===== src/rtl/fetch_stage_pkg.sv =====
`default_nettype none
// ============================================================================
// Module  : fetch_stage_pkg
// Brief   : Shared types and constants for the IF stage (state encoding, NOP).
// Revision: 1.0 - initial release
// ============================================================================
package fetch_stage_pkg;

    localparam int          c_pc_w    = 32;
    localparam int          c_imm_bit = 6;
    localparam logic [15:0] c_nop     = 16'h0000;

    typedef enum logic [1:0] {
        ST_RST_HI    = 2'd0,
        ST_RST_LO    = 2'd1,
        ST_FETCH     = 2'd2,
        ST_FETCH_IMM = 2'd3
    } fetch_state_t;

endpackage
`default_nettype wire


===== src/rtl/fetch_stage_if_id_reg.sv =====
`default_nettype none
// ============================================================================
// Module  : fetch_stage_if_id_reg
// Brief   : IF/ID pipeline register with load, clear-to-bubble and hold.
// Revision: 1.0 - initial release
// ============================================================================
module fetch_stage_if_id_reg
    import fetch_stage_pkg::*;
#(
    parameter logic [15:0] NOP = c_nop
) (
    input  logic              clk,
    input  logic              rst,
    input  logic              i_load,
    input  logic              i_clear,
    input  logic [15:0]       i_instr,
    input  logic [15:0]       i_imm,
    input  logic [c_pc_w-1:0] i_pc,
    output logic              o_valid,
    output logic [15:0]       o_instr,
    output logic [15:0]       o_imm,
    output logic [c_pc_w-1:0] o_pc
);

    logic              r_valid;
    logic [15:0]       r_instr;
    logic [15:0]       r_imm;
    logic [c_pc_w-1:0] r_pc;

    // Clear wins over load; a bubble keeps the last pc since decode ignores it.
    always_ff @(posedge clk or posedge rst) begin
        if (rst) begin
            r_valid <= 1'b0;
            r_instr <= NOP;
            r_imm   <= '0;
            r_pc    <= '0;
        end else if (i_clear) begin
            r_valid <= 1'b0;
            r_instr <= NOP;
            r_imm   <= '0;
        end else if (i_load) begin
            r_valid <= 1'b1;
            r_instr <= i_instr;
            r_imm   <= i_imm;
            r_pc    <= i_pc;
        end
    end

    assign o_valid = r_valid;
    assign o_instr = r_instr;
    assign o_imm   = r_imm;
    assign o_pc    = r_pc;

endmodule
`default_nettype wire


===== src/rtl/fetch_stage.sv =====
`default_nettype none
// ============================================================================
// Module  : fetch_stage
// Brief   : IF stage: PC, start-PC load, one/two-word assembly, IF/ID register.
// Revision: 1.0 - initial release
// ============================================================================
module fetch_stage
    import fetch_stage_pkg::*;
#(
    parameter int          IM_AW   = 21,
    parameter int          IMM_BIT = c_imm_bit,
    parameter logic [15:0] NOP     = c_nop
) (
    input  logic              clk,
    input  logic              reset,
    output logic [IM_AW-1:0]  im_addr,
    input  logic [15:0]       im_data,
    input  logic              stall,
    input  logic              flush,
    input  logic              redirect_en,
    input  logic [c_pc_w-1:0] redirect_pc,
    output logic              if_id_valid,
    output logic [15:0]       if_id_instr,
    output logic [15:0]       if_id_imm,
    output logic [c_pc_w-1:0] if_id_pc
);

    fetch_state_t      r_state;
    logic [c_pc_w-1:0] r_pc;
    logic [15:0]       r_ibuf;

    logic [c_pc_w-1:0] w_pc_inc;
    logic              w_fetching;
    logic              w_is_imm;
    logic              w_advance;
    logic              w_ifid_clear;
    logic              w_ifid_load;
    logic [15:0]       w_ifid_instr;
    logic [15:0]       w_ifid_imm;

    assign w_pc_inc   = r_pc + 32'd1;
    assign w_fetching = (r_state == ST_FETCH) || (r_state == ST_FETCH_IMM);
    assign w_is_imm   = im_data[IMM_BIT];
    assign w_advance  = w_fetching && !redirect_en && !flush && !stall;

    always_comb begin
        im_addr = r_pc[IM_AW-1:0];
        case (r_state)
            ST_RST_HI: im_addr = '0;
            ST_RST_LO: im_addr = IM_AW'(1);
            default:   im_addr = r_pc[IM_AW-1:0];
        endcase
    end

    // The first word of a two-word instruction leaves a bubble behind it.
    assign w_ifid_clear = !w_fetching || redirect_en || flush
                          || (w_advance && (r_state == ST_FETCH) && w_is_imm);
    assign w_ifid_load  = w_advance;
    assign w_ifid_instr = (r_state == ST_FETCH_IMM) ? r_ibuf  : im_data;
    assign w_ifid_imm   = (r_state == ST_FETCH_IMM) ? im_data : 16'h0000;

    always_ff @(posedge clk or posedge reset) begin
        if (reset) begin
            r_state <= ST_RST_HI;
            r_pc    <= '0;
            r_ibuf  <= '0;
        end else begin
            case (r_state)
                ST_RST_HI: begin
                    r_pc[31:16] <= im_data;
                    r_state     <= ST_RST_LO;
                end
                ST_RST_LO: begin
                    r_pc[15:0] <= im_data;
                    r_state    <= ST_FETCH;
                end
                ST_FETCH, ST_FETCH_IMM: begin
                    if (redirect_en) begin
                        r_pc    <= redirect_pc;
                        r_state <= ST_FETCH;
                        r_ibuf  <= '0;
                    end else if (w_advance) begin
                        r_pc <= w_pc_inc;
                        if (r_state == ST_FETCH_IMM) begin
                            r_state <= ST_FETCH;
                        end else if (w_is_imm) begin
                            r_ibuf  <= im_data;
                            r_state <= ST_FETCH_IMM;
                        end
                    end
                end
                default: r_state <= ST_RST_HI;
            endcase
        end
    end

    fetch_stage_if_id_reg #(
        .NOP (NOP)
    ) u_if_id_reg (
        .clk     (clk),
        .rst     (reset),
        .i_load  (w_ifid_load),
        .i_clear (w_ifid_clear),
        .i_instr (w_ifid_instr),
        .i_imm   (w_ifid_imm),
        .i_pc    (w_pc_inc),
        .o_valid (if_id_valid),
        .o_instr (if_id_instr),
        .o_imm   (if_id_imm),
        .o_pc    (if_id_pc)
    );

endmodule
`default_nettype wire


===== config.mk =====
export PLATFORM = sky130hd
export DESIGN_NAME = fetch_stage
export DESIGN_NICKNAME = d
export VERILOG_FILES = /design/src/rtl/fetch_stage_pkg.sv /design/src/rtl/fetch_stage_if_id_reg.sv /design/src/rtl/fetch_stage.sv
export SDC_FILE = /design/constraint.sdc
export NUM_CORES = 1
export LEC_CHECK = 0
export CELL_PAD_IN_SITES_DETAIL_PLACEMENT = 0
export CELL_PAD_IN_SITES_GLOBAL_PLACEMENT = 1
export CORE_MARGIN = 5
export CORE_UTILIZATION = 41
export CTS_BUF_LIST = sky130_fd_sc_hd__clkbuf_2
export DETAILED_ROUTE_END_ITERATION = 10
export PLACE_DENSITY = 0.93
export REMOVE_ABC_BUFFERS = 1
export SKIP_LAST_GASP = 1
export SYNTH_ARGS = -nofsm -noshare
export SYNTH_HDL_FRONTEND = slang
export SYNTH_HIERARCHICAL = 1
export SYNTH_SLANG_ARGS = --single-unit

===== constraint.sdc =====
create_clock -name clk -period 2.9 [get_ports clk]
set_input_delay 0.58 -clock clk [delete_from_list [all_inputs] [get_ports clk]]
set_output_delay 0.58 -clock clk [all_outputs]
set_load 0.05 [all_outputs]

Run 1, PDN straps and rails:
Pins as bars on the die edge. Tap cells in gray.
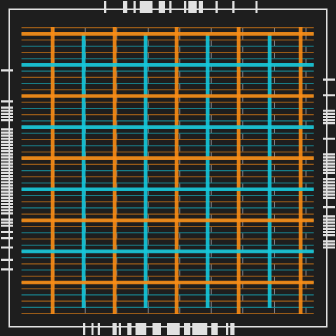
VDD -> cyan
VSS -> orange
met4 straps = 9
tap cells = 216
signal pins = 139
Die Y: 138 um
Max VDD drop: 454 uV
Die X: 138 um
Core ar.: 16000 um2

Run 1, placed cells, one color a class:
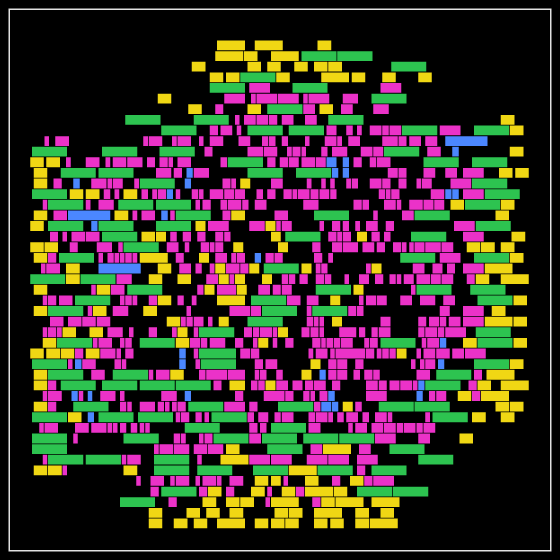
remaining buffers and delay cells -> yellow  # cells 172
clock drivers and dummy loads -> blue  # cells 32
registers -> green  # cells 115
remaining logic cells -> magenta  # cells 518
Seq/total area: 0.324
fin util: 0.556
Post-Layout Inst Area: 8890 um2
Rows: 46

Run 1, clock wires, drivers and flops:
Bar = 50 um.
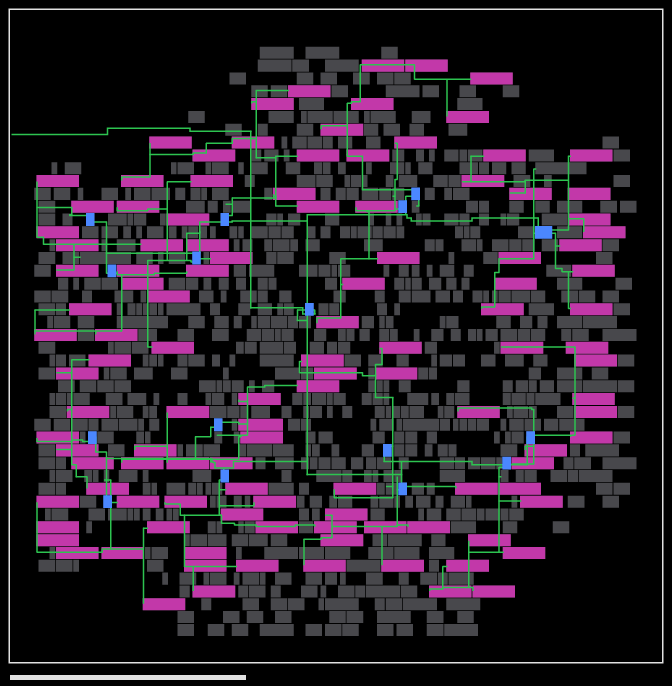
clock wires -> green  # length 1590 um
clock-net drivers -> blue  # count 17
flip-flops -> magenta  # count 115
flops lie = widely spread
Power Clock: 0.00111 W
later-pin clock latency in the skew report: 0.69 ns
skew final: 0.0268 ns
Clock Power Share: 0.178

==> summary.txt, run 1 <==
run metrics: run status finished clean, yosys warns 6, cell internal pwr between 0.003 and 0.004 W, largest net degree at the start of global routing around 52, Sw Ratio 0.419, cell family contributing the most delay on the critical path flip-flops, Post-synth seq share 0.427, Comb/total area 0.402, FFs w/ async S/R, synth 1.00, GRT Resource Usage Total 0.214, register bit total from synthesis between 100 and 150, wire per inst ~20 um, Reg2Reg Depth 5, DP HPWL roughly 15000 um, Worst Path Required roughly 2.3 ns, total setup buffers inserted after CTS 0, Post-CTS Hold Fix Bufs 0, top power group combinational cells, Avg Inst Size Synth slightly below 10 um2, clkbuf count 20, Tot Pwr 0.00622 W, well tap count between 200 and 250, count of pins over their slew limit 0, clk slew on worst S/H paths approximately 0.19 ns, nets between 800 and 900, Post-Syn Instances 687, Cell Chain, Critical Path buf_6 -> nand2b_1 -> o21ai_0 -> buf_12, ys flop type dfrtp_1, post_cts resized 1, Crit path depth 4, met3 WL between 1500 and 2000 um, Final clock-cell share 0.0269, area grow syn2layout 31.8%, post-synthesis compound-gate area fraction 0.114, dpl cells about 1000, Worst Setup SP r_state[1], crit path to im_addr[0], dominant logic cell type in the layout clkdlybuf4s50_1, post-route minimum period about 2.7 ns, Slowest cell on crit path dfrtp_2, drt first pass iters 5, floorplan utilization 0.422, RSZ-0062 raised after global routing no, reg2reg start r_pc[7], flop count roughly 120, cell leakage power roughly 3.7 nW, comb pwr around 0.0028 W, Worst setup SP type flop, Final Instance Count excl. Fillers 1053, comb area leader simple AND/OR/NAND/NOR gates, most numerous logic cells after layout clkdlybuf4s50_1 (117), dfrtp_1 (114), nor2_1 (62), area share, top type 0.427, worst rel slew slack 0.491, FF-to-FF End u_if_id_reg/o_pc[24], yosys cell count 687, adder share 0.00185, slew of the pin with the lowest slew margin 0.757 ns, I/O pin total 139, M1 WL a little over 9000 um, tool warnings 25, top layer in use met4, CTS tree yes, met2 wire length around 9500 um, Combinational Area between 3000 and 4000 um2, Seq. cell area around 2900 um2, vias in the first global route 5789, I/O Buffers 138, CP Buf/Inv Count 2, Seq pwr share 0.366, fillers 1478, Critical Path End Type primary output, Logic inverters 15, Antenna Cells 0, Critical Path Fanout Max 33, setup violators final 0, Clock Tree Root clkbuf_2, DRT iter0 DRCs ~600, final worst slack approximately 0.19 ns, max_cap viols 0, Layout non-clock buf frac 0.211, DRT Wirelength just over 20000 um, post-placement setup slack about 0.24 ns, GR met2 Demand/Resource 0.324, Yosys top cell by area dfrtp_1, kind of critical path reg -> out, mapped cell area 6750 um2, DIE AREA ~19000 um2, R2R setup slack around 0.38 ns, PD cells about 700 nW/um2, Synth cell types between 50 and 60, multi-input gates between 500 and 600, clk sink count approximately 120, gr ovfl total 0, cycle use final 0.935, Vias/cell ~5.6, AND/OR/NAND/NOR Cells, Area Fraction 0.200, DP Area around 8600 um2, mux share 0.172, Largest cell class combinational gates, H-tree depth 4, grt met1 use 0.294, Remaining DRCs 0, share of cells above drive strength 1 0.184, global-route wire length before repair 32900 um, Final Hold Fails 0, crit-path max cell delay slightly below 0.6 ns, Seq power between 0.002 and 0.0025 W, initial antenna violation count 0, Net Sw Power 0.00261 W, post-synthesis xor/xnor area fraction 0.0389, Fin Hold WS between 0.2 and 0.25 ns, Synth top cell by count dfrtp_1, Top cells by area dfrtp_1 (43%), mux2_4 (6.7%), mux2i_1 (6.4%)
Run 1, congestion heat map:
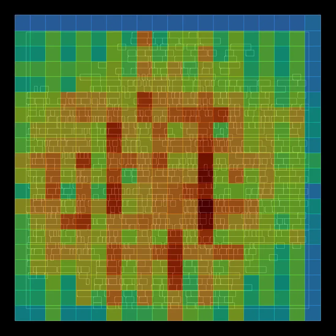

==> run 1 -> run 2 <==
--- a/config.mk
+++ b/config.mk
@@ -12,2 +12,3 @@
 export CTS_BUF_LIST = sky130_fd_sc_hd__clkbuf_2
+export CTS_CLUSTER_SIZE = 8
 export DETAILED_ROUTE_END_ITERATION = 10
--- a/constraint.sdc
+++ b/constraint.sdc
@@ -3,2 +3,2 @@
 set_output_delay 0.58 -clock clk [all_outputs]
-set_load 0.05 [all_outputs]
+set_load 0.01 [all_outputs]
Run 2, congestion heat map:
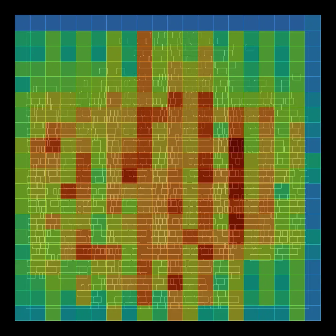
grt met1 use: 0.292
GR Util met3: 0.0724
fin util: 0.547
GR met2 Demand/Resource: 0.326

Run 2, wiring by layer:
Bar = 50 um.
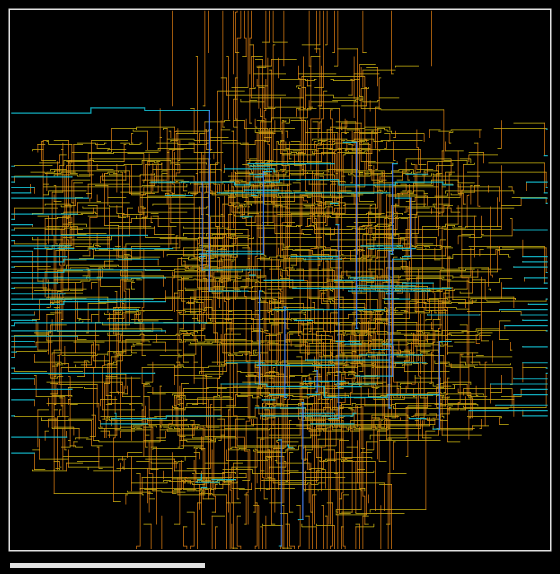
M2 -> orange  # wire length 9490 um
M1 -> yellow  # wire length 9030 um
M3 -> cyan  # wire length 1700 um
M4 -> blue  # wire length 427 um
Vias: 5870
DRT Wirelength: 20600 um
GRT Resource Usage Total: 0.217
wire per inst: 19.6 um

==> run 2 against run 1 <==
- register-to-register slack barely moved
- hold slack improved by 0.024 ns
- cell area fell by 1.6%
- global-route usage rose by 0.29 points
- clock power rose by 4%
- final cell count rose by 0.28%
- non-clock buffer count rose by 2
- combinational power fell by 35%
- largest cell class unchanged
==> summary.txt, run 2 <==
run metrics: run status finished clean, Comb/total area 0.409, Die X approximately 140 um, area grow syn2layout 29.7%, cell internal pwr approximately 0.0035 W, Post-Syn Instances 687, dpl cells between 1000 and 1500, post-synthesis xor/xnor area fraction 0.0389, I/O Buffers between 100 and 150, kind of critical path reg -> out, Seq power 0.00225 W, area share, top type 0.427, Synth cell types between 50 and 60, Largest cell class combinational gates, largest net degree at the start of global routing around 45, RSZ-0062 raised after global routing no, Synth top cell by count dfrtp_1, I/O pin total 139, Core ar. ~16000 um2, Avg Inst Size Synth around 10 um2, Remaining DRCs 0, Seq/total area 0.329, DP HPWL 15100 um, post-placement setup slack between 0.2 and 0.25 ns, skew final approximately 0.025 ns, Power Clock about 0.0012 W, mapped cell area slightly below 7000 um2, Vias/cell about 5.6, clkbuf count 18, drt first pass iters 5, max_cap viols 0, yosys cell count 687, met2 wire length ~9500 um, post_cts resized 2, Crit path depth 3, multi-input gates between 500 and 600, Final clock-cell share 0.0289, register bit total from synthesis roughly 120, cycle use final 0.963, count of pins over their slew limit 0, Layout non-clock buf frac 0.196, Seq pwr share 0.430, tool warnings 25, Critical Path End Type primary output, fillers roughly 1500, setup violators final 0, FF-to-FF End u_if_id_reg/o_pc[27], clk sink count 115, global-route wire length before repair roughly 33000 um, most numerous logic cells after layout clkdlybuf4s50_1 (137), dfrtp_1 (113), nor2_1 (62), Logic inverters 15, slew of the pin with the lowest slew margin 0.726 ns, Clock Power Share 0.219, top layer in use met4, Reg2Reg Depth 5, vias in the first global route around 6000, Die Y around 140 um, Critical Path Fanout Max 6, Yosys top cell by area dfrtp_1, final worst slack approximately 0.11 ns, DIE AREA approximately 19000 um2, post-route minimum period roughly 2.8 ns, Combinational Area 3570 um2, reg2reg start r_pc[3], Slowest cell on crit path clkdlybuf4s50_1, ys flop type dfrtp_1, DRT iter0 DRCs roughly 650, flop count 115, Max VDD drop 305 uV, Rows 46, top power group sequential cells, adder share 0.00185, later-pin clock latency in the skew report around 0.73 ns, Seq. cell area 2880 um2, Top cells by area dfrtp_1 (43%), mux2_4 (6.7%), mux2i_1 (6.4%), Sw Ratio 0.339, total setup buffers inserted after CTS 2
Run 2, placed cells, one color a class:
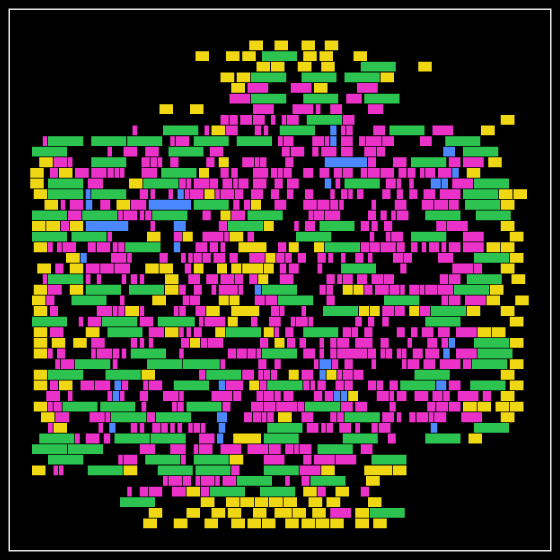

==> run 2 -> run 3 <==
- clock period: 2.9 -> 3.16 ns (I/O delays scaled with it)
Run 3, placed cells, one color a class:
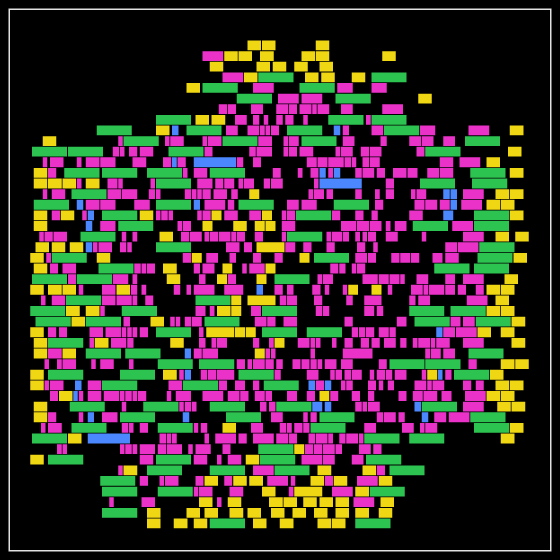
remaining logic cells -> magenta  # cells 518
clock drivers and dummy loads -> blue  # cells 32
registers -> green  # cells 115
remaining buffers and delay cells -> yellow  # cells 165
fin util: 0.541
Seq/total area: 0.332

Run 3, congestion heat map:
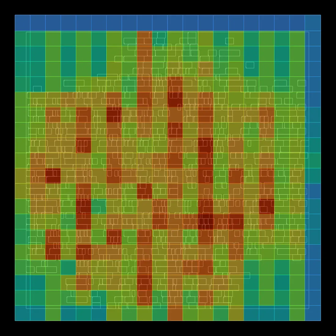
most used routing layer: met2
GR Util met3: 0.0731
wire per inst: 19.7 um
GR met2 Demand/Resource: 0.331

==> run 3 against run 2 <==
- total power down 9.3%
- final cell count decreased by 0.76%
- synthesized cell count stayed put
- area after synthesis is the same
- clock-buffer cell count is 1 higher
- core utilization shrank 0.56 points
- wire length about the same
- flip-flop count is the same
- critical path depth rose by 1
- sequential share of layout area increased by 0.31 points
- non-clock buffer count decreased by 9
- register-to-register slack gained 0.12 ns
- critical path type unchanged
- largest power group unchanged
==> summary.txt, run 3 <==
run metrics: Worst Setup SP r_state[1], H-tree depth 4, Core ar. around 16000 um2, Avg Inst Size Synth roughly 9.8 um2, area grow syn2layout 28.3%, R2R setup slack 0.51 ns, gr ovfl total 0, FFs w/ async S/R, synth 1.00, nets about 870, floorplan utilization 0.422, slew of the pin with the lowest slew margin roughly 0.91 ns, GRT Resource Usage Total 0.213, Critical Path End Type primary output, Crit path depth 4, skew final ~0.044 ns, setup violators final 0, multi-input gates a little over 500, register bit total from synthesis around 120, dpl cells 1014, crit-path max cell delay between 0.5 and 0.6 ns, count of pins over their slew limit 0, met3 WL ~1800 um, Seq. cell area 2880 um2, area share, top type 0.427, top layer in use met4, Remaining DRCs 0, share of cells above drive strength 1 0.149, fillers approximately 1500, reg2reg start r_pc[0], Die X 138 um, most numerous logic cells after layout clkdlybuf4s50_1 (138), dfrtp_1 (115), nor2_1 (62), max_cap viols 0, Clock Power Share 0.213, global-route wire length before repair 32700 um, total setup buffers inserted after CTS 0, vias in the first global route 5761, FF-to-FF End u_if_id_reg/o_pc[24], ys flop type dfrtp_1, Worst Path Required approximately 2.5 ns, post-synthesis compound-gate area fraction 0.114, Cell Chain, Critical Path buf_12 -> nand2b_1 -> o21ai_1 -> clkdlybuf4s50_1, DP HPWL 14900 um, cell family contributing the most delay on the critical path buffers and inverters, Post-synth seq share 0.427, CTS tree yes, dominant logic cell type in the layout clkdlybuf4s50_1, DRT Wirelength 20600 um, post-route minimum period roughly 3 ns, Antenna Cells 2, Logic inverters 15, Sw Ratio 0.336, kind of critical path reg -> out, I/O Buffers 138, mapped cell area ~6700 um2, Seq power between 0.002 and 0.0025 W, DRT iter0 DRCs 511, post-placement setup slack roughly 0.39 ns, initial antenna violation count 1, later-pin clock latency in the skew report 0.74 ns, yosys cell count 687, Max VDD drop 267 uV, met2 wire length 9490 um, Combinational Area around 3600 um2, DIE AREA roughly 19000 um2, Rows 46, cycle use final 0.949, Die Y approximately 140 um, Post-Layout Inst Area roughly 8700 um2, clk slew on worst S/H paths ~0.20 ns, run status finished clean, Synth top cell by count dfrtp_1, Power Clock between 0.001 and 0.0015 W, Slowest cell on crit path clkdlybuf4s50_1, Final Hold Fails 0, Yosys top cell by area dfrtp_1
Power is estimated from default activity; no workload was simulated.
